==> src/rtl/pc_seq.sv <==
// pc_seq: fetch sequencer owning pc load/increment, vector loads and the op buffer.
// Define PC_SEQ_PREFETCH_EN for a 2-entry prefetch buffer (default: 1 entry).
module pc_seq #(
    parameter int            AW      = 16,
    parameter logic [AW-1:0] RST_VEC = AW'(16'hFFFC),
    parameter logic [AW-1:0] NMI_VEC = AW'(16'hFFFA),
    parameter logic [AW-1:0] IRQ_VEC = AW'(16'hFFFE)
) (
    input  logic          clk,
    input  logic          rst,
    input  logic [AW-1:0] pc_addr,
    output logic          branch,
    output logic          increment,
    output logic [AW-1:0] bra_add,
    output logic          mem_req,
    output logic [AW-1:0] mem_addr,
    input  logic          mem_ack,
    input  logic [7:0]    mem_data,
    output logic          op_valid,
    output logic [7:0]    op_byte,
    input  logic          op_ready,
    input  logic          jmp_req,
    input  logic [AW-1:0] jmp_target,
    input  logic          rel_req,
    input  logic [7:0]    rel_off,
    input  logic          nmi,
    input  logic          irq,
    input  logic          irq_mask,
    output logic          vec_busy
);

`ifdef PC_SEQ_PREFETCH_EN
    localparam logic [1:0] DEPTH = 2'd2;
`else
    localparam logic [1:0] DEPTH = 2'd1;
`endif

    typedef enum logic [2:0] {IDLE, REQ, VEC_LO, VEC_HI, VEC_LD} state_t;

    state_t        state_q, state_d;
    logic          boot_q, boot_d;
    logic [AW-1:0] addr_q, addr_d;
    logic [7:0]    lo_q, lo_d, hi_q, hi_d;
    logic          rbr_q, rbr_d;
    logic [AW-1:0] rtgt_q, rtgt_d;
    logic          pend_q, pend_d;
    logic [AW-1:0] ptgt_q, ptgt_d;
    logic          inc_q, inc_d;
    logic          nmi_prev_q, nmi_lat_q, nmi_lat_d;
    logic [1:0]    cnt_q, cnt_d;
    logic [7:0]    b0_q, b0_d, b1_q, b1_d;

    logic          redir, nmi_edge, nmi_pend, int_ok, room;
    logic          push, pop, flush, clr_nmi;
    logic [1:0]    idx;
    logic [AW-1:0] redir_tgt;

    assign redir     = jmp_req | rel_req;
    assign redir_tgt = jmp_req ? jmp_target
                     : pc_addr + {{(AW-8){rel_off[7]}}, rel_off};
    assign nmi_edge  = nmi & ~nmi_prev_q;
    assign nmi_pend  = nmi_lat_q | nmi_edge;
    // Interrupts only at an instruction boundary with the pc settled
    assign int_ok    = (cnt_q == 2'd0) & ~rbr_q;
    assign room      = cnt_q < DEPTH;

    always_comb begin
        state_d = state_q;
        boot_d  = boot_q;
        addr_d  = addr_q;
        lo_d    = lo_q;
        hi_d    = hi_q;
        rbr_d   = 1'b0;
        rtgt_d  = rtgt_q;
        pend_d  = pend_q;
        ptgt_d  = ptgt_q;
        inc_d   = 1'b0;
        push    = 1'b0;
        flush   = 1'b0;
        clr_nmi = 1'b0;
        unique case (state_q)
            IDLE: begin
                if (boot_q) begin
                    state_d = VEC_LO;
                    addr_d  = RST_VEC;
                    boot_d  = 1'b0;
                end else if (redir) begin
                    rbr_d  = 1'b1;
                    rtgt_d = redir_tgt;
                    flush  = 1'b1;
                end else if (int_ok && nmi_pend) begin
                    state_d = VEC_LO;
                    addr_d  = NMI_VEC;
                    clr_nmi = 1'b1;
                end else if (int_ok && irq && !irq_mask) begin
                    state_d = VEC_LO;
                    addr_d  = IRQ_VEC;
                end else if (room && !rbr_q && !inc_q) begin
                    state_d = REQ;
                    addr_d  = pc_addr;
                end
            end
            REQ: begin
                if (mem_ack) begin
                    state_d = IDLE;
                    pend_d  = 1'b0;
                    if (pend_q || redir) begin
                        rbr_d  = 1'b1;
                        rtgt_d = redir ? redir_tgt : ptgt_q;
                        flush  = 1'b1;
                    end else begin
                        push  = 1'b1;
                        inc_d = 1'b1;
                    end
                end else if (redir) begin
                    pend_d = 1'b1;
                    ptgt_d = redir_tgt;
                end
            end
            VEC_LO: begin
                if (mem_ack) begin
                    lo_d    = mem_data;
                    addr_d  = addr_q + AW'(1);
                    state_d = VEC_HI;
                end
            end
            VEC_HI: begin
                if (mem_ack) begin
                    hi_d    = mem_data;
                    state_d = VEC_LD;
                end
            end
            VEC_LD:  state_d = IDLE;
            default: state_d = IDLE;
        endcase
    end

    assign nmi_lat_d = clr_nmi ? 1'b0 : nmi_pend;
    assign pop       = op_valid & op_ready;
    assign idx       = cnt_q - {1'b0, pop};

    always_comb begin
        b0_d  = b0_q;
        b1_d  = b1_q;
        cnt_d = cnt_q;
        if (flush) begin
            cnt_d = 2'd0;
        end else begin
            if (pop) b0_d = b1_q;
            if (push) begin
                if (idx == 2'd0) b0_d = mem_data;
                else             b1_d = mem_data;
            end
            cnt_d = idx + {1'b0, push};
        end
    end

    always_ff @(posedge clk) begin
        if (rst) begin
            state_q    <= IDLE;
            boot_q     <= 1'b1;
            addr_q     <= '0;
            lo_q       <= '0;
            hi_q       <= '0;
            rbr_q      <= 1'b0;
            rtgt_q     <= '0;
            pend_q     <= 1'b0;
            ptgt_q     <= '0;
            inc_q      <= 1'b0;
            nmi_prev_q <= 1'b0;
            nmi_lat_q  <= 1'b0;
            cnt_q      <= '0;
            b0_q       <= '0;
            b1_q       <= '0;
        end else begin
            state_q    <= state_d;
            boot_q     <= boot_d;
            addr_q     <= addr_d;
            lo_q       <= lo_d;
            hi_q       <= hi_d;
            rbr_q      <= rbr_d;
            rtgt_q     <= rtgt_d;
            pend_q     <= pend_d;
            ptgt_q     <= ptgt_d;
            inc_q      <= inc_d;
            nmi_prev_q <= nmi;
            nmi_lat_q  <= nmi_lat_d;
            cnt_q      <= cnt_d;
            b0_q       <= b0_d;
            b1_q       <= b1_d;
        end
    end

    assign vec_busy  = (state_q == VEC_LO) | (state_q == VEC_HI)
                     | (state_q == VEC_LD);
    assign branch    = rbr_q | (state_q == VEC_LD);
    assign bra_add   = (state_q == VEC_LD) ? AW'({hi_q, lo_q})
                     : (rbr_q ? rtgt_q : '0);
    assign increment = inc_q;
    assign mem_req   = (state_q == REQ) | (state_q == VEC_LO)
                     | (state_q == VEC_HI);
    assign mem_addr  = addr_q;
    assign op_valid  = cnt_q != 2'd0;
    assign op_byte   = b0_q;

endmodule

==> config.mk <==
export PLATFORM = sky130hd
export DESIGN_NAME = pc_seq
export DESIGN_NICKNAME = d
export VERILOG_FILES = /design/src/rtl/pc_seq.sv
export SDC_FILE = /design/constraint.sdc
export NUM_CORES = 1
export LEC_CHECK = 0
export ABC_AREA = 1
export CELL_PAD_IN_SITES_DETAIL_PLACEMENT = 1
export CELL_PAD_IN_SITES_GLOBAL_PLACEMENT = 1
export CORE_MARGIN = 2
export CORE_UTILIZATION = 37
export CTS_CLUSTER_DIAMETER = 100
export DETAILED_ROUTE_END_ITERATION = 10
export PLACE_DENSITY = 0.93
export SYNTH_ARGS = -nofsm -noshare
export SYNTH_HDL_FRONTEND = slang
export SYNTH_SLANG_ARGS = --single-unit
==> constraint.sdc <==
create_clock -name clk -period 2.5 [get_ports clk]
set_input_delay 0.5 -clock clk [delete_from_list [all_inputs] [get_ports clk]]
set_output_delay 0.5 -clock clk [all_outputs]
set_load 0.03 [all_outputs]
### Ports around the boundary

Pins as bars across the die edge, other pins in gray.
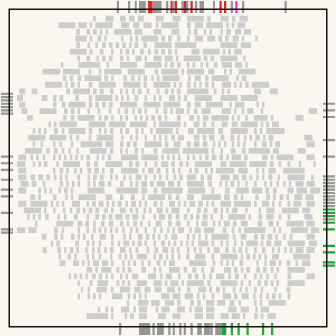
- `mem_addr`: green (pins 16; direction output; edge 9 right, 7 bottom)
- `op_byte`: red (pins 8; direction output; edge top)
- `branch`: magenta (pins 1; direction output; edge top)
Die X: 130 microns
die height: 130 microns
PortBufs: 101

### Signal wires by layer

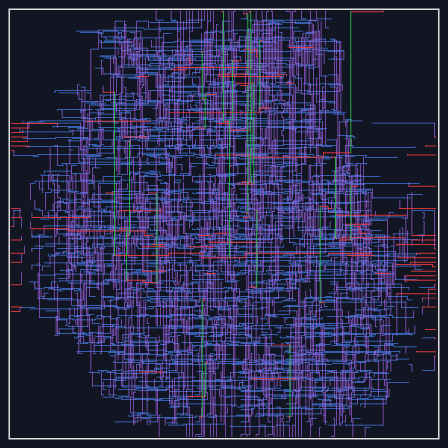
- M3: red (wire length 778 microns)
- M2: purple (wire length 10,700 microns)
- M1: blue (wire length 9,720 microns)
- M4: green (wire length 603 microns)
final wirelength: 21.8 mm
total via count in the routed design: 6,743
WL/cell: 16.7 microns
gr usage total: 26.1%

### Sequential cells colored by netlist name

Other sequential cells in the stronger gray, the rest of the logic in the fainter gray.
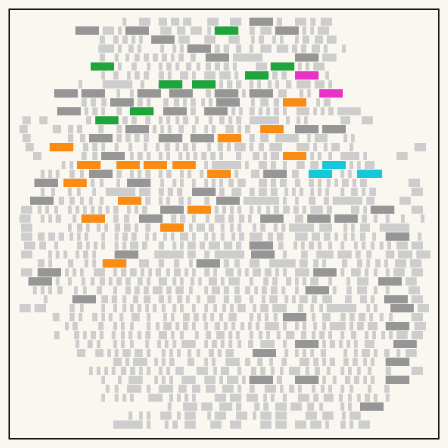
- `rtgt_q`: orange (sequential cells 16)
- `cnt_q`: magenta (sequential cells 2)
- `b1_q`: green (sequential cells 8)
- `state_q`: cyan (sequential cells 3)
- not colored: 62

-- critical path, stage by stage (launching register included) --
cell and delay, ps:
sky130_fd_sc_hd__dfxtp_1 380, sky130_fd_sc_hd__inv_1 90, sky130_fd_sc_hd__nand2_1 90, sky130_fd_sc_hd__inv_1 60
sky130_fd_sc_hd__nand2_1 160, sky130_fd_sc_hd__buf_12 210, sky130_fd_sc_hd__nor2_1 60, sky130_fd_sc_hd__a21oi_1 230
sky130_fd_sc_hd__buf_4 230
-- cell type report --
class / instances / area [sq um]
Multi-Input combinational cell: 714 / 3480
Inverter: 118 / 447
Clock inverter: 4 / 56.3
Sequential cell: 91 / 1820
Clock buffer: 11 / 253
Tap cell: 216 / 270
Timing Repair Buffer: 148 / 1360
Fill cell: 2092 / 8020
-- final timing paths --
kind	from	end	cells after the start
worst min-delay path	rtgt_q[7]$_SDFFE_PP0P_	rtgt_q[7]$_SDFFE_PP0P_	2
worst max-delay path	state_q[1]$_SDFFE_PP0P_	bra_add[2]	8
worst min register to register	rtgt_q[7]$_SDFFE_PP0P_	rtgt_q[7]$_SDFFE_PP0P_	2
worst max register to register	cnt_q[1]$_SDFF_PP0_	op_byte[7]$_SDFFE_PP0N_	10
-- cells by family after synthesis --
| group | Yosys count | share of synthesized area (%) |
|---|---|---|
| xor+xnor | 10 | 1.49 |
| simple gates | 513 | 37.0 |
| buf+inv | 152 | 10.6 |
| flops | 91 | 31.0 |
| mux | 2 | 0.341 |
| fa+ha+maj | 19 | 4.17 |
| compound gates | 170 | 15.4 |
-- registers in the layout (all words and copies together), names as in the netlist --
register    cells
ptgt_q         16
pend_q          1
op_byte         8
cnt_q           2
increment       1
lo_q            8
state_q         3
boot_q          1
nmi_lat_q       1
nmi_prev_q      1
hi_q            8
rtgt_q         16
rbr_q           1
b1_q            8
mem_addr       16
==> flow_summary.json <==
{
  "gr-usage-met3_pct": 3.49,
  "area.growth.synth_to_final_pct": 30.8,
  "cts_made_buffers": 9,
  "global_route.usage.met2_pct": 45.5,
  "die-area_sq_um": 16900,
  "ctsHoldBuffers": 0,
  "worst_ir_drop_vdd_uv": 401,
  "drive_gt1_share_pct": 12.2,
  "p_seq_mw": 2.05,
  "num-nets-final": 1158,
  "post-place-cells": 1287,
  "r2r_setup_slack_ps": 370,
  "min_period_over_period_pct": 94.9,
  "layout_top_cells_excl_fill_tap": "sky130_fd_sc_hd__nand2_1, sky130_fd_sc_hd__inv_1, sky130_fd_sc_hd__nor2_1, sky130_fd_sc_hd__dfxtp_1, sky130_fd_sc_hd__o21ai_0",
  "endpoint_type_of_the_worst_setup_path": "output port",
  "cellLeakagePower_nw": 3.71,
  "worst_slack_ps": 127,
  "postRouteAntennaNets": 0,
  "timing.critical_path.fanout_max": 32,
  "synth-cells-yosys": 957,
  "postSynthRegisterBits": 91,
  "share_seq_of_total_power_pct": 31.6,
  "layout_top_cell": "sky130_fd_sc_hd__nand2_1",
  "fin_crit_ps": 2370,
  "yosysMostFrequentCell": "sky130_fd_sc_hd__nand2_1",
  "powerClk_mw": 1.47,
  "synth.top_cells.by_area": "sky130_fd_sc_hd__dfxtp_1, sky130_fd_sc_hd__nand2_1, sky130_fd_sc_hd__o21ai_0",
  "cts-root-buf": "sky130_fd_sc_hd__clkbuf_16",
  "yosys_warnings": 0,
  "dp.final_hpwl_mm": 15.5,
  "warning_count": 26,
  "layout.cells.non_filler": 1302,
  "ys_types": 42,
  "synth.largest_area_cell": "sky130_fd_sc_hd__dfxtp_1",
  "unrepaired_setup_endpoints_after_global_routing": "false",
  "floorplan.nets": 1033,
  "final_count_of_negative_setup_slack_endpoints": 0,
  "drt-met1-wl_mm": 9.72,
  "cp_data_required_time_ps": 2000,
  "run_status": "finished, final reports clean",
  "power_top_consumer": "combinational logic"
}
